run_1/m1.png
Scale: 2 px per micron. Supply wires on this layer in gray.
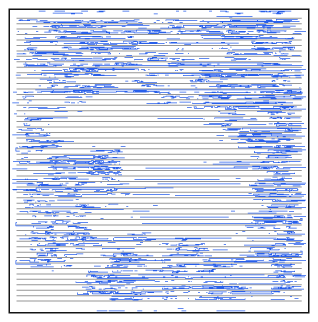
run_1/m2.png
Scale: 2 px per micron. Cells faint in the background.
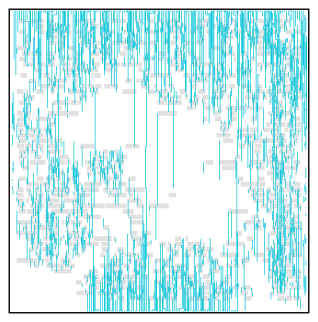
run_1/m3.png
Scale: 2 px per micron.
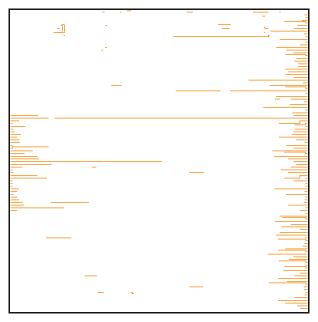
[src/rtl/eth_pkg.sv]
// Shared ethernet-path definitions: AXI-Stream widths, RX arbiter state,
// beat struct and ethertype constants used by the header parser.
package eth_pkg;
  localparam int AXIS_DATA_W = 64;
  localparam int AXIS_KEEP_W = 8;

  typedef enum logic {IDLE, FWD} arb_state_e;

  typedef struct packed {
    logic [AXIS_DATA_W-1:0] data;
    logic [AXIS_KEEP_W-1:0] keep;
    logic                   last;
  } axis_beat_t;

  localparam logic [15:0] ETHTYPE_IPV4 = 16'h0800;
  localparam logic [15:0] ETHTYPE_ARP  = 16'h0806;
  localparam logic [15:0] ETHTYPE_VLAN = 16'h8100;
  localparam logic [15:0] ETHTYPE_IPV6 = 16'h86DD;
endpackage

[src/rtl/eth_rx_port_arbiter_rr_pick.sv]
// rr_pick: combinational rotate-priority encoder; picks the first requester
// at or after ptr, cyclically. Shared with the TX-side scheduler.
module rr_pick #(
  parameter int NUM_PORTS = 4,
  parameter int PORT_W    = $clog2(NUM_PORTS)
) (
  input  logic [NUM_PORTS-1:0] req,
  input  logic [PORT_W-1:0]    ptr,
  output logic [PORT_W-1:0]    idx,
  output logic                 any
);
  logic [PORT_W:0] cand;

  // Walk offsets from farthest to nearest so the nearest requester wins last.
  always_comb begin
    idx  = '0;
    cand = '0;
    any  = |req;
    for (int k = NUM_PORTS - 1; k >= 0; k--) begin
      cand = {1'b0, ptr} + (PORT_W+1)'(k);
      if (cand >= (PORT_W+1)'(NUM_PORTS)) cand = cand - (PORT_W+1)'(NUM_PORTS);
      if (req[cand[PORT_W-1:0]]) idx = cand[PORT_W-1:0];
    end
  end
endmodule

[src/rtl/eth_rx_port_arbiter.sv]
// Frame-granular round-robin arbiter feeding one header parser from NUM_PORTS
// AXI-Stream RX ports. Define ETH_ARB_PKT_CNT_EN to add per-port frame counters.
module eth_rx_port_arbiter
  import eth_pkg::*;
#(
  parameter int NUM_PORTS     = 4,
  parameter int PORT_W        = $clog2(NUM_PORTS),
  parameter int MAX_PKT_BEATS = 256
) (
  input  logic                             clk,
  input  logic                             rst_n,
  input  logic [NUM_PORTS*AXIS_DATA_W-1:0] s_axis_tdata,
  input  logic [NUM_PORTS*AXIS_KEEP_W-1:0] s_axis_tkeep,
  input  logic [NUM_PORTS-1:0]             s_axis_tvalid,
  input  logic [NUM_PORTS-1:0]             s_axis_tlast,
  output logic [NUM_PORTS-1:0]             s_axis_tready,
  output logic [AXIS_DATA_W-1:0]           m_axis_tdata,
  output logic [AXIS_KEEP_W-1:0]           m_axis_tkeep,
  output logic                             m_axis_tvalid,
  output logic                             m_axis_tlast,
  input  logic                             m_axis_tready,
  output logic [PORT_W-1:0]                grant_port,
  output logic                             busy,
  output logic                             frame_start,
  output logic                             trunc_err
`ifdef ETH_ARB_PKT_CNT_EN
  ,
  output logic [NUM_PORTS*32-1:0]          pkt_count
`endif
);
  localparam int              CNT_W     = $clog2(MAX_PKT_BEATS + 1);
  localparam logic [CNT_W-1:0] LAST_BEAT = CNT_W'(MAX_PKT_BEATS - 1);

  arb_state_e                  state_q, state_d;
  logic [PORT_W-1:0]           rr_ptr, pick_idx;
  logic                        pick_any;
  logic [CNT_W-1:0]            beat_cnt;
  axis_beat_t [NUM_PORTS-1:0]  in_beat;
  axis_beat_t                  sel_beat;
  logic                        at_limit, hs, eof;

  for (genvar i = 0; i < NUM_PORTS; i++) begin : g_port
    assign in_beat[i] = {s_axis_tdata[i*AXIS_DATA_W +: AXIS_DATA_W],
                         s_axis_tkeep[i*AXIS_KEEP_W +: AXIS_KEEP_W],
                         s_axis_tlast[i]};
    assign s_axis_tready[i] = busy && (grant_port == PORT_W'(i)) && m_axis_tready;
  end

  rr_pick #(.NUM_PORTS(NUM_PORTS), .PORT_W(PORT_W)) u_pick (
    .req (s_axis_tvalid),
    .ptr (rr_ptr),
    .idx (pick_idx),
    .any (pick_any)
  );

  // Datapath is a pure mux off the registered grant; no extra pipeline stage.
  assign sel_beat      = in_beat[grant_port];
  assign busy          = (state_q == FWD);
  assign at_limit      = busy && (beat_cnt == LAST_BEAT);
  assign m_axis_tdata  = sel_beat.data;
  assign m_axis_tkeep  = sel_beat.keep;
  assign m_axis_tvalid = busy && s_axis_tvalid[grant_port];
  assign m_axis_tlast  = busy && (sel_beat.last || at_limit);
  assign hs            = m_axis_tvalid && m_axis_tready;
  assign eof           = hs && m_axis_tlast;

  always_ff @(posedge clk or negedge rst_n) begin
    if (!rst_n) state_q <= IDLE;
    else        state_q <= state_d;
  end

  always_comb begin
    state_d = state_q;
    case (state_q)
      IDLE:    if (pick_any) state_d = FWD;
      FWD:     if (eof)      state_d = IDLE;
      default: state_d = IDLE;
    endcase
  end

  always_ff @(posedge clk or negedge rst_n) begin
    if (!rst_n) begin
      rr_ptr      <= '0;
      grant_port  <= '0;
      beat_cnt    <= '0;
      frame_start <= 1'b0;
      trunc_err   <= 1'b0;
    end else begin
      frame_start <= (state_q == IDLE) && pick_any;
      // An end of frame without the source's tlast can only be the beat limit.
      trunc_err   <= eof && !sel_beat.last;
      if ((state_q == IDLE) && pick_any) grant_port <= pick_idx;
      if (eof) begin
        beat_cnt <= '0;
        rr_ptr   <= (grant_port == PORT_W'(NUM_PORTS - 1)) ? '0 : grant_port + 1'b1;
      end else if (hs) begin
        beat_cnt <= beat_cnt + 1'b1;
      end
    end
  end

`ifdef ETH_ARB_PKT_CNT_EN
  logic [NUM_PORTS-1:0][31:0] pkt_cnt_q;

  always_ff @(posedge clk or negedge rst_n) begin
    if (!rst_n) begin
      pkt_cnt_q <= '0;
    end else begin
      for (int i = 0; i < NUM_PORTS; i++)
        if (eof && (grant_port == PORT_W'(i))) pkt_cnt_q[i] <= pkt_cnt_q[i] + 32'd1;
    end
  end

  assign pkt_count = pkt_cnt_q;
`endif
endmodule

[config.mk]
export PLATFORM = sky130hd
export DESIGN_NAME = eth_rx_port_arbiter
export DESIGN_NICKNAME = d
export VERILOG_FILES = /design/src/rtl/eth_pkg.sv /design/src/rtl/eth_rx_port_arbiter_rr_pick.sv /design/src/rtl/eth_rx_port_arbiter.sv
export SDC_FILE = /design/constraint.sdc
export NUM_CORES = 1
export LEC_CHECK = 0
export ABC_AREA = 1
export CORE_AREA = 3 3 146 148
export DETAILED_ROUTE_END_ITERATION = 12
export DIE_AREA = 0 0 149 151
export HOLD_SLACK_MARGIN = 0.12
export PLACE_DENSITY = 0.5
export SYNTH_ARGS = -nofsm -noshare
export SYNTH_HDL_FRONTEND = slang
export SYNTH_SLANG_ARGS = --single-unit
[constraint.sdc]
create_clock -name clk -period 1.7 [get_ports clk]
set_input_delay 0.51 -clock clk [delete_from_list [all_inputs] [get_ports clk]]
set_output_delay 0.51 -clock clk [all_outputs]
set_load 0.02 [all_outputs]
==> flow_summary.ini, run 1 <==
; physical design summary
[outcome]
run_status = finished with violations
violations = setup timing

[yosys]
syn_avg_cell_area_sq_um = 5.29
ys_seq_elements = 16
yosysTopAreaCell = o21ai_0
edf_count = 0
topCellsByArea = o21ai_0 25%, nor2_1 20%, o22ai_1 15%
yosys_area_sq_um = 2990
syn-instance-count = 565
synth_cell_type_count = 26
ys_cells = 565
ys_warn_count = 0
netlist.area_leader.share_pct = 25.1
syn-num-nets = 870

[sta]
final-setup-viol-count = 91
fmax_mhz = 456
fin_skew_ps = 2.50
fin_crit_ps = 2190
slew_violations = 0
hold_viol_final = 0
setup_slack_ps = -491
period_used_pct = 129
finalHoldWorstSlack_ps = 553

[global_routing]
globalRouteTotalUtil_pct = 16.9
grt_pass1_vias = 5210
grt_overflow_total = 0
grt_first_pass_wirelength_microns = 30400
antenna_found_initial = 1
grt_max_degree = 56

[worst_setup_path]
crit_path_top_delay_cell = dfrtp_4
cpPeakStageDelay_ps = 490
critPathRequiredTime_ps = 1190
start_kind = flop
critical_path_class = reg2out
crit_path_cell_trace = clkinv_8 -> buf_4 -> buf_4 -> nor2_1 -> o22ai_2 -> clkdlybuf4s15_2
crit_fanout = 9

[die]
die_height_microns = 151
ios = 382
chip_area_sq_um = 22500
core-area_sq_um = 20200
die_w_microns = 149

[final_layout]
lay_top_cells = 297 x clkdlybuf4s50_1, 140 x nor2_1, 88 x o21ai_1, 73 x o22ai_2, 67 x buf_4
area_growth_pct = 192
fin_cells = 1244
nets = 1279
drive_gt1_share_pct = 32.6
final_common_cell = clkdlybuf4s50_1

[route]
drtIter0Drc = 133
drc = 0
dr.pass1.iters = 4
wl_per_cell_microns = 18.1
wl_met2_microns = 11500
vias_per_cell = 4.45
met1_length_microns = 9330
highest_layer = met5
wl_met3_microns = 1520

[cts]
clk_pin_slew_ps = 50
cts_tree = done
cts-root-buf = clkbuf_16
insertion_delay_ps = 250
clock_path_buffers = 2
cts_sinks = 16

[placed_design]
globalplace.congestion = 0.783
dpl.cell_count = 1219
dp_hpwl_microns = 17000

[power_and_ir_drop]
vdd_drop_max_mv = 1.18
clockPowerShare_pct = 3.7
pwr-share-comb_pct = 91.4
power_mw = 13.6
netSwitchingFraction_pct = 50.7
pwr-share-seq_pct = 4.8
power.density_nw_per_um2 = 1560

[job]
max_cap_violations = 0
openroad.warnings = 32
Back to the opening pictures, m1.png:
nets with wire on the layer: 1,111
longest straight run: 133 microns
wire length on this layer: 9,330 microns
share of all routed wire: 41%
main direction: horizontal
GRT met1 Usage: 21.9%
WL final: 22,500 microns
total number of vias: 5,542

Back to the opening pictures, m2.png:
share of all routed wire: 51%
longest straight run: 65.5 microns
nets with wire on the layer: 1,022
grt met2 use: 30.9%

Back to the opening pictures, m3.png:
wire length on this layer: 1,520 microns
longest straight run: 126 microns
nets with wire on the layer: 170
main direction: horizontal
share of all routed wire: 6.8%
met3 Use GR: 3.32%

## run 1: state kept, by name (all words and copies together) (netlist names)
register	flops
rr_ptr	2
trunc_err	1
beat_cnt	9
grant_port	2
busy	1
frame_start	1
## run 1: critical path, delay by kind of cell (launching register included)
| family | cells | cell delay (ps) |
|---|---|---|
| buffers and inverters | 4 | 690 |
| AOI/OAI and AO/OA | 1 | 100 |
| and+or+nand+nor | 1 | 150 |
| DFF | 1 | 490 |
## run 1: path summary, 6_finish.rpt
check | from | to | slack (ps) | cells after the start
worst max-delay path | grant_port[0] | m_axis_tdata[24] | -490 | 6
max in group asynchronous | rst_n | grant_port[0] | 910 | 2
worst max register to register | beat_cnt[1] | rr_ptr[1] | -350 | 16
worst min register to register | beat_cnt[0] | beat_cnt[0] | 550 | 2
worst min-delay path | beat_cnt[0] | beat_cnt[0] | 550 | 2
min in group asynchronous | rst_n | beat_cnt[7] | 580 | 2
## run 1: kinds of logic (layout without fill, tap and decap cells)
family | Yosys count | count (layout) | synth area share [%]
other | 0 | 1 | 0
XOR/XNOR | 3 | 3 | 0.880
AND/OR/NAND/NOR | 234 | 234 | 31.0
adder cells (fa/ha/maj) | 6 | 6 | 2.51
AND-OR/OR-AND | 232 | 232 | 42.1
buffers and inverters | 74 | 482 | 10.1
flip-flops | 16 | 16 | 13.4
## run 1: power by group through the flow
| stage | clock network, mW | logic [mW] | registers, mW |
|---|---|---|---|
| floorplan | 0 | 6.27 | 0.652 |
| finish | 0.510 | 12.4 | 0.656 |
| detailed placement | 0 | 10.9 | 0.622 |
| CTS | 0.515 | 11.5 | 0.637 |
| global route | 0.536 | 13.3 | 0.674 |
| global placement | 0 | 11.0 | 0.625 |
## run 1: synthesized netlist by cell type (2+ instances only)
library cell,count
nor2_1,162
o21ai_0,150
o22ai_1,73
nand2_1,47
clkbuf_1,39
inv_1,22
nand3_1,17
dfrtp_1,16
ha_1,6
buf_2,5
o21ai_1,4
a21oi_1,3
buf_1,3
nand4_1,3
buf_6,2
inv_2,2
xor2_1,2
## run 1: per-stage QoR
stage                     setup TNS, ps  utilization [%]  worst slack (ps)  instance area [sq um]
after CTS                        -36400             41.7              -536                   8410
after detailed placement         -54620             39.7              -902                   8000
after floorplan                   -3010                -              -202                   3690
final                            -29020             43.2              -491                   8720
after global placement           -54400             39.7              -886                   8000
after global routing             -35100             43.2              -571                   8710
## run 1: area by class of cell
class | count | area (sq um)
tap | 270 | 338
fill | 2043 | 11500
inverter | 24 | 108
clock buffer | 4 | 88.8
timing repair buffer | 454 | 4670
multi-input combinational | 475 | 3100
sequential | 16 | 405
antenna | 1 | 2.50
## run 1: per-layer routing
metal / up-vias / global-route usage [%]
li1: 2805 / -
met1: 2523 / 21.9
met2: 198 / 30.9
met3: 14 / 3.32
met4: 2 / 0.412
met5: - / 0
## run 1: repair_timing
action	CTS	global route
gates resized	393	234
gates cloned	4	4
setup endpoints to repair	94	95
buffers inserted	8	9
pin swaps	14	11
run_1/placed.png
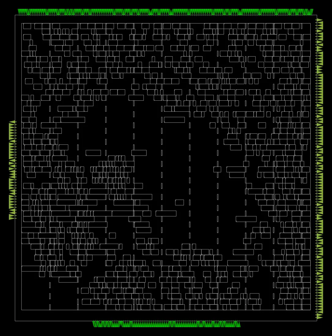

## Run 2: what changed since run 1
Settings changed: CORE_AREA 3 3 146 148 to 5 5 144 146, PLACE_DENSITY 0.5 to 0.53, SKIP_CTS_REPAIR_TIMING set to 1.
run_2/placed.png
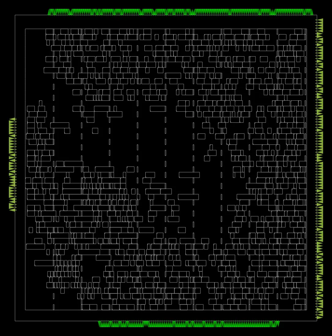
Rows: 51
Post-Layout Cell Count: 1,250
Seq/total area: 4.84%
Layout fillers: 2,052

==> run 2 against run 1 <==
Against the previous run: the flow still finishes with violations (setup timing); register-to-register slack improved by 220 ps; sequential share of layout area up 0.19 points; die area stayed put; global-route usage rose by 1.4 points; utilization grew 0.27 points; critical path depth up 4; fmax decreased by 3.0%; non-clock buffer count increased by 7; critical endpoint is now m_axis_tlast.
==> flow_summary.ini, run 2 <==
; physical design summary
[worst_hold_path]
worstHoldStart = beat_cnt[7]
hp-class = reg2reg

[final_layout]
top_regs = beat_cnt: 9 flops, grant_port: 2 flops, rr_ptr: 2 flops
regMostFlops = beat_cnt
lay_top_cells = 302 x clkdlybuf4s50_1, 145 x nor2_1, 97 x o21ai_0, 77 x buf_4, 72 x o22ai_2
drive_gt1_share_pct = 29.4
area_growth_pct = 181
nets = 1286
utilization_pct = 43.5
largest_reg_flops = 9
final_common_cell = clkdlybuf4s50_1

[worst_setup_path]
crit_start = beat_cnt[0]
crit_fanout = 2
cp-end-kind = output pin
crit_path_cell_trace = ha_2 -> nand3_2 -> nor2_4 -> nand2_2 -> nor2_2 -> ha_2 -> nand3b_1 -> inv_2 -> nor2_4 -> buf_6
crit_family = simple AND/OR/NAND/NOR gates
critPathRequiredTime_ps = 1190
r2r-start = grant_port[0]
critPathBufInv = 2
cpPeakStageDelay_ps = 360
critical_path_class = reg2out
worstPathArrival_ps = 1750
crit_path_top_delay_cell = dfrtp_1
start_kind = flop

[global_routing]
grt_pass1_vias = 5346
grt_first_pass_wirelength_microns = 32500
grt_overflow_total = 0
globalRouteTotalUtil_pct = 18.4
grt_max_degree = 48
antenna_found_initial = 6

[cts]
insertion_delay_ps = 250
cts-root-buf = clkbuf_16
cts_buffers = 3
cts_tree = done
h-tree-depth = 1
cts_sinks = 16
clock_path_buffers = 2
clk_pin_slew_ps = 50

[route]
vias = 5614
dr.pass1.iters = 4
totalWireLength_microns = 23700
drtIter0Drc = 195
wl_per_cell_microns = 19.0
vias_per_cell = 4.49
ant_nets = 0
drc = 0

[sta]
relSlewSlack_pct = 77.8
fmax_mhz = 443
final-setup-viol-count = 92
setup_tns_ps = -34130
period_used_pct = 133
fin_skew_ps = 4.79
fin_crit_ps = 2260
hold_viol_final = 0
setup_slack_ps = -559
slew_violations = 0
rsz0062_at_grt = true
worst-slew-pin-transition_ps = 333

[die]
fp_util_pct = 15.5
ios = 382
die_w_microns = 149
chip_area_sq_um = 22500
die_height_microns = 151
core-area_sq_um = 19300

[job]
openroad.warnings = 31
max_cap_violations = 0

[yosys]
synth-async-reset-ratio_pct = 100
yosys_area_sq_um = 2990
edf_count = 0
ys_warn_count = 0
synth_cell_type_count = 26
ys_cells = 565
yosysTopAreaCell = o21ai_0
common_cells = 162 x nor2_1, 150 x o21ai_0, 73 x o22ai_1
syn_avg_cell_area_sq_um = 5.29
synth_seq_share_pct = 13.4
syn-num-nets = 870
netlist_area_sq_um = 2990
syn-instance-count = 565
yosysMostFrequentCell = nor2_1
topCellsByArea = o21ai_0 25%, nor2_1 20%, o22ai_1 15%
synthFlopType = dfrtp_1
ys_seq_elements = 16
netlist.area_leader.share_pct = 25.1

[placed_design]
dp_hpwl_microns = 19200
portBuffers = 381
globalplace.congestion = 0.898

[power_and_ir_drop]
vdd_drop_max_mv = 0.726
power.static_leakage_nw = 3.50
power.density_nw_per_um2 = 1500

[outcome]
run_status = finished with violations
violations = setup timing
run 2: per-layer routing:
metal	share of wire (%)	track usage [%]	wire length [microns]	vias up
met5	0.030	0	7	-
met4	2.8	4.99	665	2
met3	6.5	4.10	1540	38
met2	50	32.3	11900	208
met1	40	22.6	9570	2562
li1	-	-	-	2804
run 2: cell families after synthesis:
kind of cell	after synthesis	synth area share (%)
flops	16	13.4
simple gates	234	31.0
xor+xnor	3	0.880
buf+inv	74	10.1
compound gates	232	42.1
fa+ha+maj	6	2.51
run 2: final cells by class:
| cell class | instances | area, sq um | share of cell area, % |
|---|---|---|---|
| Multi-Input combinational cell | 475 | 2930 | 34.9 |
| Inverter | 24 | 100 | 1.19 |
| Clock buffer | 4 | 78.8 | 0.941 |
| Timing Repair Buffer | 461 | 4530 | 54.0 |
| Sequential cell | 16 | 405 | 4.84 |
| Antenna cell | 5 | 12.5 | 0.149 |
| Tap cell | 265 | 332 | 3.96 |
run 2: through the flow:
| step | instances | setup WS (ps) | area, sq um | total power, mW | hold slack, ps |
|---|---|---|---|---|---|
| 5_1_grt | 1249 | -661 | 8380 | 13.5 | 607 |
| 4_1_cts | 1230 | -1100 | 8140 | 12.3 | 549 |
| 3_5_place_dp | 1226 | -1010 | 8060 | 11.8 | 538 |
| 3_3_place_gp | 1226 | -1010 | 8060 | 11.8 | 535 |
| 6_report | 1250 | -559 | 8380 | 12.6 | 577 |
| 2_1_floorplan | 565 | -202 | 3690 | 6.92 | 214 |
run 2: power breakdown:
part / total, mW / internal (mW) / switching (mW)
registers: 0.661 / 0.503 / 0.158
clock network: 0.465 / 0.318 / 0.147
logic: 11.4 / 5.23 / 6.22
total: 12.6 / 6.05 / 6.52
run 2: worst register-to-register path, delay by kind of cell (launching register included):
family / cells / cell delay, ps
flip-flops: 1 / 560
AND/OR/NAND/NOR: 5 / 530
buffers and inverters: 3 / 410
AND-OR/OR-AND: 2 / 180
run 2: worst paths after layout:
| check | endpoint | slack [ps] | depth (start not counted) |
|---|---|---|---|
| max in group asynchronous | grant_port[0] | 900 | 2 |
| min reg2reg | beat_cnt[7] | 580 | 3 |
| min in group asynchronous | beat_cnt[0] | 590 | 2 |
| max reg2reg | rr_ptr[1] | -130 | 10 |
| max | m_axis_tlast | -560 | 10 |
| min | beat_cnt[7] | 580 | 3 |
run_2/m2.png
Scale: 2 px per micron. Cells faint in the background.
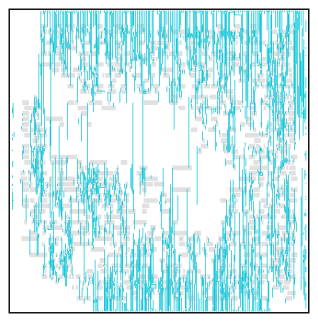

## Run 3: what changed since run 2
Settings changed: ABC_AREA 1 to not set, CORE_AREA 5 5 144 146 to 5 5 146 148, DIE_AREA 0 0 149 151 to 0 0 151 153, PLACE_DENSITY 0.53 to 0.64.
run_3/m2.png
Scale: 2 px per micron. Cells faint in the background.
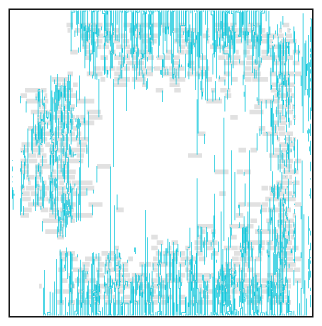
main direction: vertical
share of all routed wire: 52%
nets with wire on the layer: 857
wire length on this layer: 10,600 microns
longest straight run: 82.5 microns
total number of vias: 3,837
grt met2 use: 28.0%
WL final: 20,500 microns

==> run 3 against run 2 <==
Against the previous run: the flow still finishes with violations (setup timing); sequential power grew 2%; synthesized cell count shrank 68%; via count shrank 32%; critical path depth shrank 5; hold slack lost 20 ps; fmax shrank 3.3%; synthesized area shrank 10%; sequential cell count is the same; first-iteration DRC count shrank 34%; setup slack lost 77 ps; register-to-register slack lost 280 ps; critical path type unchanged; highest routed layer is now met4.
==> flow_summary.ini, run 3 <==
; physical design summary
[yosys]
yosys_area_sq_um = 2680
yosysTopAreaCell = mux4_2
topCellsByArea = mux4_2 62%, dfrtp_1 15%, ha_1 2.8%
synth_cell_type_count = 34
netlist_area_sq_um = 2680
ys_cells = 181
common_cells = 74 x mux4_2, 16 x dfrtp_1, 8 x buf_2
netlist.area_leader.share_pct = 62.1
synth-async-reset-ratio_pct = 100
syn_avg_cell_area_sq_um = 14.8
synth_seq_share_pct = 14.9
yosysMostFrequentCell = mux4_2
synthFlopType = dfrtp_1

[cts]
cts_sinks = 16
cts_buffers = 3
clk_pin_slew_ps = 50
cts-root-buf = clkbuf_16
cts_tree = done
insertion_delay_ps = 250
h-tree-depth = 1

[final_layout]
largest_reg_flops = 9
utilization_pct = 37.7
lay_top_cells = 288 x clkdlybuf4s50_1, 74 x mux4_2, 52 x buf_4, 48 x buf_2, 31 x buf_6
nets = 927
final_cell_area_sq_um = 7510
top_regs = beat_cnt: 9 flops, grant_port: 2 flops, rr_ptr: 2 flops
regMostFlops = beat_cnt
area_growth_pct = 180
final_common_cell = clkdlybuf4s50_1
drive_gt1_share_pct = 41.5

[worst_setup_path]
crit_path_cell_trace = buf_12 -> clkbuf_16 -> buf_4 -> mux4_2 -> buf_2
r2r_slack_ps = -410
crit_start = grant_port[0]
critical_path_class = reg2out
worstPathArrival_ps = 1830
start_kind = flop
critPathRequiredTime_ps = 1190
crit_fanout = 5
cpPeakStageDelay_ps = 540
critPathCapture = m_axis_tdata[9]
cp-end-kind = output pin
crit_path_top_delay_cell = dfrtp_4

[die]
chip_area_sq_um = 23100
core-area_sq_um = 19900
fp_util_pct = 13.5
die_w_microns = 151
die_height_microns = 153

[placed_design]
placed_area_sq_um = 7280
dp_hpwl_microns = 18000
portBuffers = 381

[power_and_ir_drop]
power.density_nw_per_um2 = 1300

[sta]
worst-slew-pin-transition_ps = 359
fin_skew_ps = 0.938
rsz0062_at_grt = true
setup_slack_ps = -636
period_used_pct = 137
slew_violations = 0
relSlewSlack_pct = 75.8
fmax_mhz = 428
final-setup-viol-count = 92

[route]
drc = 0
vias_per_cell = 4.28
dr.pass1.iters = 4
ant_nets = 0
wl_per_cell_microns = 22.8

[global_routing]
grt_max_degree = 19
grt_pass1_vias = 4198
antenna_found_initial = 6

[outcome]
violations = setup timing
run_status = finished with violations

[job]
openroad.warnings = 31

[worst_hold_path]
hp-class = reg2reg
-- run 3: netlist changes by cell type after synthesis, moves of 5 or more --
cell,before,now
o22ai_1,73,1
nand2_1,47,5
nand3_1,17,5
clkbuf_1,39,7
o21ai_0,150,6
inv_1,22,3
nor2_1,162,7
and3_1,1,6
mux4_2,0,74
-- run 3: worst max-delay path, delay by kind of cell, from the launching register on --
kind,cells,cell delay [ps]
buffers and inverters,4,610
flip-flops,1,540
multiplexers,1,420
-- run 3: cell families after synthesis --
family / Yosys count / share of synthesized area [%]
compound gates: 22 / 7.04
buf+inv: 22 / 4.01
mux: 78 / 63.7
simple gates: 37 / 7.51
fa+ha+maj: 6 / 2.80
flops: 16 / 14.9
-- run 3: metal layers --
layer,up-vias,share of wire [%],GRT usage [%]
li1,1702,-,-
met1,1933,38,18.9
met3,22,8.4,4.47
met4,0,1.7,4.66
met2,180,52,28.0
met5,-,0,0
-- run 3: worst min-delay path by stage --
stage / from / to / slack (ps) / cells past startpoint
after floorplan: rst_n / beat_cnt[0] / 210 / 0
after global placement: beat_cnt[8] / beat_cnt[8] / 530 / 2
after detailed placement: rr_ptr[0] / rr_ptr[0] / 540 / 1
after CTS: beat_cnt[8] / beat_cnt[8] / 550 / 2
after global routing: beat_cnt[8] / beat_cnt[8] / 580 / 2
final: beat_cnt[8] / beat_cnt[8] / 560 / 2
-- run 3: stage by stage --
| step | hold WS [ps] | power, mW | setup slack (ps) | TNS, ps | instances |
|---|---|---|---|---|---|
| final | 557 | 9.76 | -636 | -46700 | 897 |
| after global routing | 577 | 10.3 | -694 | -52180 | 897 |
| after CTS | 552 | 9.68 | -1160 | -77620 | 869 |
| after detailed placement | 543 | 9.12 | -1160 | -67280 | 865 |
| after global placement | 535 | 9.03 | -1140 | -66210 | 865 |
| after floorplan | 214 | 5.23 | -416 | -25790 | 181 |
-- run 3: cell type report --
| type | instances | area, sq um |
|---|---|---|
| Sequential cell | 16 | 408 |
| Clock buffer | 4 | 88.8 |
| Timing Repair Buffer | 455 | 4380 |
| Fill cell | 1944 | 12400 |
| Multi-Input combinational cell | 143 | 2270 |
| Tap cell | 270 | 338 |
| Inverter | 3 | 16.3 |
| Antenna cell | 6 | 15.0 |
-- run 3: where the power goes --
group | switching, mW | leakage, nW | internal, mW
Combinational | 3.83 | 2.80 | 4.74
Sequential | 0.154 | 0.199 | 0.523
Clock | 0.156 | 0.0442 | 0.358
Power figures rest on the tool's default switching activity, not on a simulated workload.
